==> src/rtl/frame_decimator.sv <==
// frame_decimator: forwards one frame in KEEP_N of a TUSER[0]-framed beat stream.
// Define FRAME_DECIM_STATS_EN to add the o_drop_cnt / o_frame_cnt counters.
module frame_decimator #(
    parameter int DATA_W = 4,
    parameter int USER_W = 2,
    parameter int KEEP_N = 2
) (
    input  logic              clk,
    input  logic              resetn,
    input  logic [DATA_W-1:0] i_TDATA,
    input  logic              i_TVALID,
    input  logic [USER_W-1:0] i_TUSER,
    input  logic              i_TREADY,
    output logic              o_TREADY,
    output logic [DATA_W-1:0] o_TDATA,
    output logic              o_TVALID,
`ifdef FRAME_DECIM_STATS_EN
    output logic [15:0]       o_drop_cnt,
    output logic [15:0]       o_frame_cnt,
`endif
    output logic [USER_W-1:0] o_TUSER
);

    localparam logic [7:0] IDX_LAST  = 8'(KEEP_N - 1);
    localparam logic [7:0] IDX_FIRST = (KEEP_N == 1) ? 8'd0 : 8'd1;

    typedef enum logic [1:0] {
        WAIT_SOF,
        PASS,
        DROP
    } state_t;

    state_t      state_q;
    state_t      state_d;
    logic [7:0]  idx_q;
    logic [7:0]  idx_d;
    logic [7:0]  idx_inc;
    logic        sof_q;
    logic        accept;
    logic        boundary;
    logic        fwd;

    logic              main_v;
    logic [DATA_W-1:0] main_d;
    logic [USER_W-1:0] main_u;
    logic              skid_v;
    logic [DATA_W-1:0] skid_d;
    logic [USER_W-1:0] skid_u;
    logic              rdy_q;

    logic              main_v_n;
    logic [DATA_W-1:0] main_d_n;
    logic [USER_W-1:0] main_u_n;
    logic              skid_v_n;
    logic [DATA_W-1:0] skid_d_n;
    logic [USER_W-1:0] skid_u_n;
    logic              take;

    assign accept   = i_TVALID & rdy_q;
    // A held SOF level belongs to one frame: only the rising level counts.
    assign boundary = accept & i_TUSER[0] & ~sof_q;
    assign idx_inc  = (idx_q == IDX_LAST) ? 8'd0 : idx_q + 8'd1;

    always_comb begin
        state_d = state_q;
        idx_d   = idx_q;
        fwd     = 1'b0;
        unique case (state_q)
            WAIT_SOF: begin
                if (boundary) begin
                    state_d = PASS;
                    idx_d   = IDX_FIRST;
                    fwd     = 1'b1;
                end
            end
            PASS, DROP: begin
                if (boundary) begin
                    idx_d = idx_inc;
                    if (idx_q == 8'd0) begin
                        state_d = PASS;
                        fwd     = 1'b1;
                    end else begin
                        state_d = DROP;
                    end
                end else begin
                    fwd = accept & (state_q == PASS);
                end
            end
            default: state_d = WAIT_SOF;
        endcase
    end

    always_ff @(posedge clk or negedge resetn) begin
        if (!resetn) begin
            state_q <= WAIT_SOF;
            idx_q   <= 8'd0;
            sof_q   <= 1'b0;
        end else begin
            state_q <= state_d;
            idx_q   <= idx_d;
            if (accept) begin
                sof_q <= i_TUSER[0];
            end
        end
    end

    assign take = main_v & i_TREADY;

    always_comb begin
        main_v_n = main_v;
        main_d_n = main_d;
        main_u_n = main_u;
        skid_v_n = skid_v;
        skid_d_n = skid_d;
        skid_u_n = skid_u;
        unique case (1'b1)
            take & skid_v: begin
                main_d_n = skid_d;
                main_u_n = skid_u;
                skid_v_n = 1'b0;
            end
            take & ~skid_v & fwd: begin
                main_d_n = i_TDATA;
                main_u_n = i_TUSER;
            end
            take & ~skid_v & ~fwd: begin
                main_v_n = 1'b0;
            end
            ~take & fwd & main_v: begin
                skid_v_n = 1'b1;
                skid_d_n = i_TDATA;
                skid_u_n = i_TUSER;
            end
            ~take & fwd & ~main_v: begin
                main_v_n = 1'b1;
                main_d_n = i_TDATA;
                main_u_n = i_TUSER;
            end
            default: ;
        endcase
    end

    // Ready is registered so upstream sees it drop one cycle after a stall.
    always_ff @(posedge clk or negedge resetn) begin
        if (!resetn) begin
            main_v <= 1'b0;
            main_d <= '0;
            main_u <= '0;
            skid_v <= 1'b0;
            skid_d <= '0;
            skid_u <= '0;
            rdy_q  <= 1'b0;
        end else begin
            main_v <= main_v_n;
            main_d <= main_d_n;
            main_u <= main_u_n;
            skid_v <= skid_v_n;
            skid_d <= skid_d_n;
            skid_u <= skid_u_n;
            rdy_q  <= ~skid_v_n;
        end
    end

    assign o_TREADY = rdy_q;
    assign o_TVALID = main_v;
    assign o_TDATA  = main_d;
    assign o_TUSER  = main_u;

`ifdef FRAME_DECIM_STATS_EN
    logic [15:0] drop_q;
    logic [15:0] frame_q;
    logic        drop_evt;

    assign drop_evt = boundary & (state_q != WAIT_SOF) & (idx_q != 8'd0);

    always_ff @(posedge clk or negedge resetn) begin
        if (!resetn) begin
            drop_q  <= 16'd0;
            frame_q <= 16'd0;
        end else begin
            if (boundary) begin
                frame_q <= frame_q + 16'd1;
            end
            if (drop_evt && drop_q != 16'hFFFF) begin
                drop_q <= drop_q + 16'd1;
            end
        end
    end

    assign o_drop_cnt  = drop_q;
    assign o_frame_cnt = frame_q;
`endif

endmodule
==> config.mk <==
export PLATFORM = sky130hd
export DESIGN_NAME = frame_decimator
export DESIGN_NICKNAME = d
export VERILOG_FILES = /design/src/rtl/frame_decimator.sv
export SDC_FILE = /design/constraint.sdc
export NUM_CORES = 1
export LEC_CHECK = 0
export CORE_UTILIZATION = 53
export DETAILED_ROUTE_END_ITERATION = 16
export PLACE_DENSITY = 0.77
export SYNTH_ARGS = -nofsm -noshare
export SYNTH_HDL_FRONTEND = slang
export SYNTH_SLANG_ARGS = --single-unit
==> constraint.sdc <==
create_clock -name clk -period 2.8 [get_ports clk]
set_input_delay 0.28 -clock clk [delete_from_list [all_inputs] [get_ports clk]]
set_output_delay 0.28 -clock clk [all_outputs]
set_load 0.02 [all_outputs]
Figure 1. Routed metal per tile (run 1).
Scale: 6 px per um. The die is cut into 11 by 11 equal tiles; dark blue is low, red is high, scaled to the fullest tile. Values are wire area over tile area, all layers added.
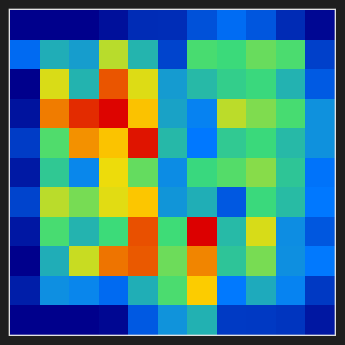
fullest tile: 0.37
mean over tiles: 0.15
tiles over half the peak: 32%

Figure 2. Signal wires on met2 (run 1).
Scale: 8 px per um.
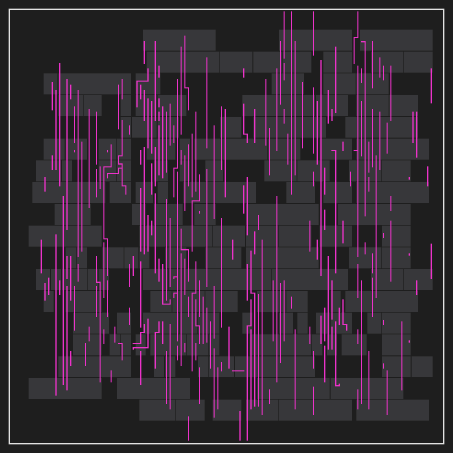
share of all routed wire: 50%
wire length on this layer: 1,390 um
nets with wire on the layer: 139
main direction: vertical

==> run summary, run 1 <==
vias after detailed routing: 1,026
Antenna Nets Post-Route: 0
mapped cell area: 1440 um^2
WL met1: 1270 um
Met3 Wirelength: 92 um
initial drt markers: 17
outcome: completed
yosys stat cell total: 124
dpl ws: 0.499 ns
RD Place Congestion: 0.779
switching power: 0.000135 W
Leak: 0.796 nW
Overall Power: 0.000668 W
Core Box Area: 2520 um^2
Required @ worst endpoint: 3.03 ns
P per Cell Area: 392 nW/um^2
Yosys Chip Area: 1440 um^2
initial antenna violation count: 0
number of antenna diodes: 0
Area contributors post-synth: dfrtp_1, mux2_2, ha_1
top cell category: combinational gates
crit start category: flip-flop
CP peak stage delay: 0.44 ns
Hold/Removal Path Class: input port to async pin
final worst path period need: 2.19 ns
Crit Reg-Reg Endpoint: o_TDATA[0]
DIE HEIGHT: 54.1 um
first-pass GRT wire length: 4510 um
CTS resizes: 0
P_int: 0.000533 W
cell area after layout: 1700 um^2
ClkCell Share: 3.09%
ratio of cells with drive above 1 in the final layout: 21.4%
Post-DP HPWL: 1940 um
Post-Route Setup TNS: 0 ns
slowest CP cell: o31ai_4
Log Warnings: 30
CTS HTree Levels: 1
Slew headroom: 66.2%
vias in the first global route: 1,004
GRT Resource Usage Total: 21.5%
DIE WIDTH: 54.1 um
average wire per standard cell: 15.8 um
Multi-In Gates: 90
CP arrival: 2.42 ns
sw frac: 20.2%
CTS max path bufs: 2
Figure 3. Routing congestion (run 1).
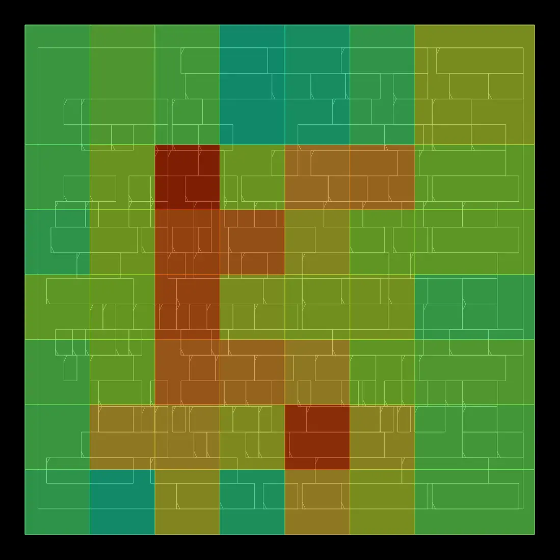
final core utilization: 67.5%
most used routing layer in global routing: met2
GR Layer Usage met3: 2.82%

Figure 4. Pin placement (run 1).
Scale: 8 px per um. Pins as bars across the die edge, other pins in gray.
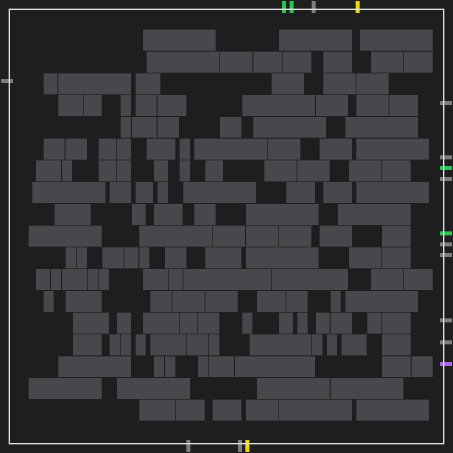
| port | color | pins | direction | edge |
|---|---|---|---|---|
| `i_TDATA` | green | 4 | input | 2 north, 2 east |
| `resetn` | purple | 1 | input | east |
| `i_TUSER` | yellow | 2 | input | 1 south, 1 north |

[run 1: kinds of logic (layout without fill, tap and decap cells)]
logic type      after synthesis  after routing  share of synthesized area, %
buf+inv                       8             29                          2.17
flops                        26             26                          45.2
mux                          20             20                          15.6
simple gates                 38             38                          14.4
fa+ha+maj                     6              6                          5.22
compound gates               26             26                          17.4
[run 1: worst max-delay path by stage]
stage,startpoint,to,slack (ns),cells after the start
floorplan,state_q[0],skid_d[0],0.79,6
global placement,i_TUSER[0],skid_d[2],0.56,5
detailed placement,i_TUSER[0],o_TDATA[0],0.50,5
CTS,state_q[0],o_TDATA[0],0.60,6
global route,state_q[0],skid_d[1],0.47,6
finish,state_q[0],o_TDATA[0],0.61,6
Figure 5. Signal wires on met3 (run 1).
Scale: 8 px per um.
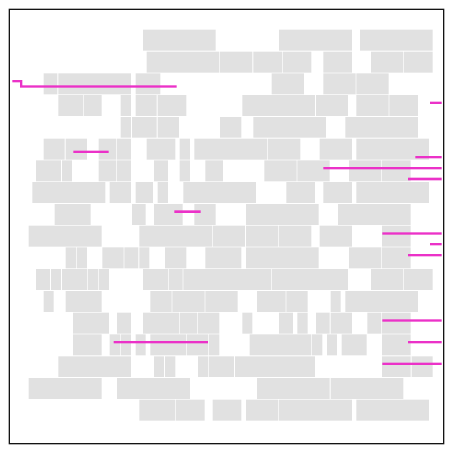

==> run 1 -> run 2 <==
Settings changed: CORE_UTILIZATION 53 to 49, PLACE_DENSITY 0.77 to 0.75.
Clock period 2.8 ns to 1.8 ns, I/O delays scaled along.
Figure 6. Signal wires on met3 (run 2).
Scale: 8 px per um.
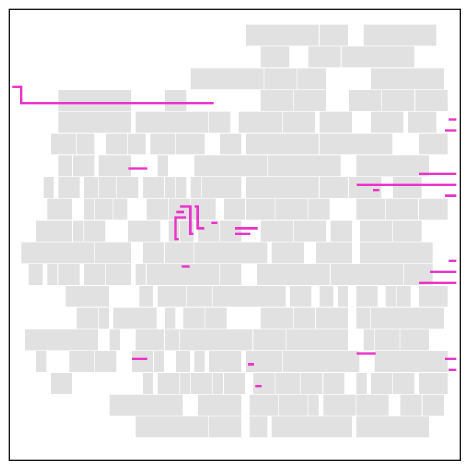
wire length on this layer: 81.0 um
nets with wire on the layer: 19

==> run summary, run 2 <==
CTS clk-pin slew, worst paths: 0.14 ns
FP Rows: 19
Register Area: 651 um^2
Post-DP HPWL: 2240 um (+15%)
final worst path period need: 1.99 ns (-0.205 ns)
Final Setup Violations: 13
average wire per standard cell: 15.2 um (-3.7%)
yosys stat cell total: 124 (unchanged)
final core utilization: 72.1% (+4.7 points)
CTS HTree Levels: 1 (unchanged)
first-pass GRT wire length: 5230 um (+16%)
dpl ws: -0.225 ns (-0.724 ns)
number of antenna diodes: 0 (unchanged)
Hold/Removal Path Class: input port to async pin
Area contributors post-synth: dfrtp_1, mux2_2, ha_1
Required @ worst endpoint: 2.00 ns (-1.03 ns)
Crit path depth: 5 (-1)
DIE WIDTH: 56.2 um (+3.9%)
initial antenna violation count: 0 (unchanged)
CP peak stage delay: 0.44 ns (about the same)
Multi-In Gates: 90 (unchanged)
crit start category: flip-flop
Crit Reg-Reg Endpoint: skid_d[2]
P_int: 0.000730 W (+37%)
Core Box Area: 2760 um^2 (+9.3%)
Post-Route Setup TNS: -2.00 ns (-2.00 ns)
GRT Resource Usage Total: 21.5% (-0.072 points)
CTS resizes: 16 (+16)
outcome: finished with violations
initial drt markers: 42 (+25)
Worst Setup EP: skid_d[2]
P per Cell Area: 459 nW/um^2 (+17%)
ratio of cells with drive above 1 in the final layout: 42.3% (+21 points)
ClkCell Share: 1.82% (-1.3 points)
Leak: 0.958 nW (+20%)
switching power: 0.000182 W (+35%)
vias in the first global route: 1,161 (+16%)
cell area after layout: 1990 um^2 (+17%)
Slew headroom: 71.8% (+5.7 points)
CP startpoint: state_q[1]
worst setup margin: -0.188 ns
Log Warnings: 33 (+10%)
RD Place Congestion: 0.795 (+2.1%)
mapped cell area: 1440 um^2 (unchanged)
Yosys Chip Area: 1440 um^2 (unchanged)
slowest CP cell: o311ai_4
violated checks: setup timing
CP arrival: 2.19 ns (-0.23 ns)
top cell category: combinational gates
-- run 2: cell counts after synthesis --
Identical to the previous run, type by type.
-- run 2: logic make-up (layout without fill, tap and decap cells) --
| logic type | Yosys count | after routing | synth area share [%] |
|---|---|---|---|
| and+or+nand+nor | 38 | 38 | 14.4 |
| AOI/OAI and AO/OA | 26 | 26 | 17.4 |
| DFF | 26 | 26 | 45.2 |
| muxes | 20 | 20 | 15.6 |
| buffers and inverters | 8 | 59 | 2.17 |
| adders and majority gates | 6 | 6 | 5.22 |
-- run 2: per-layer routing --
layer | vias to the layer above | global-route usage, % | wire (um)
met5 | - | 0 | 0
met4 | 0 | 7.67 | 102
met3 | 12 | 2.56 | 81
met1 | 553 | 25.8 | 1360
li1 | 563 | - | -
met2 | 27 | 39.3 | 1600
Power figures rest on the tool's default switching activity, not on a simulated workload.
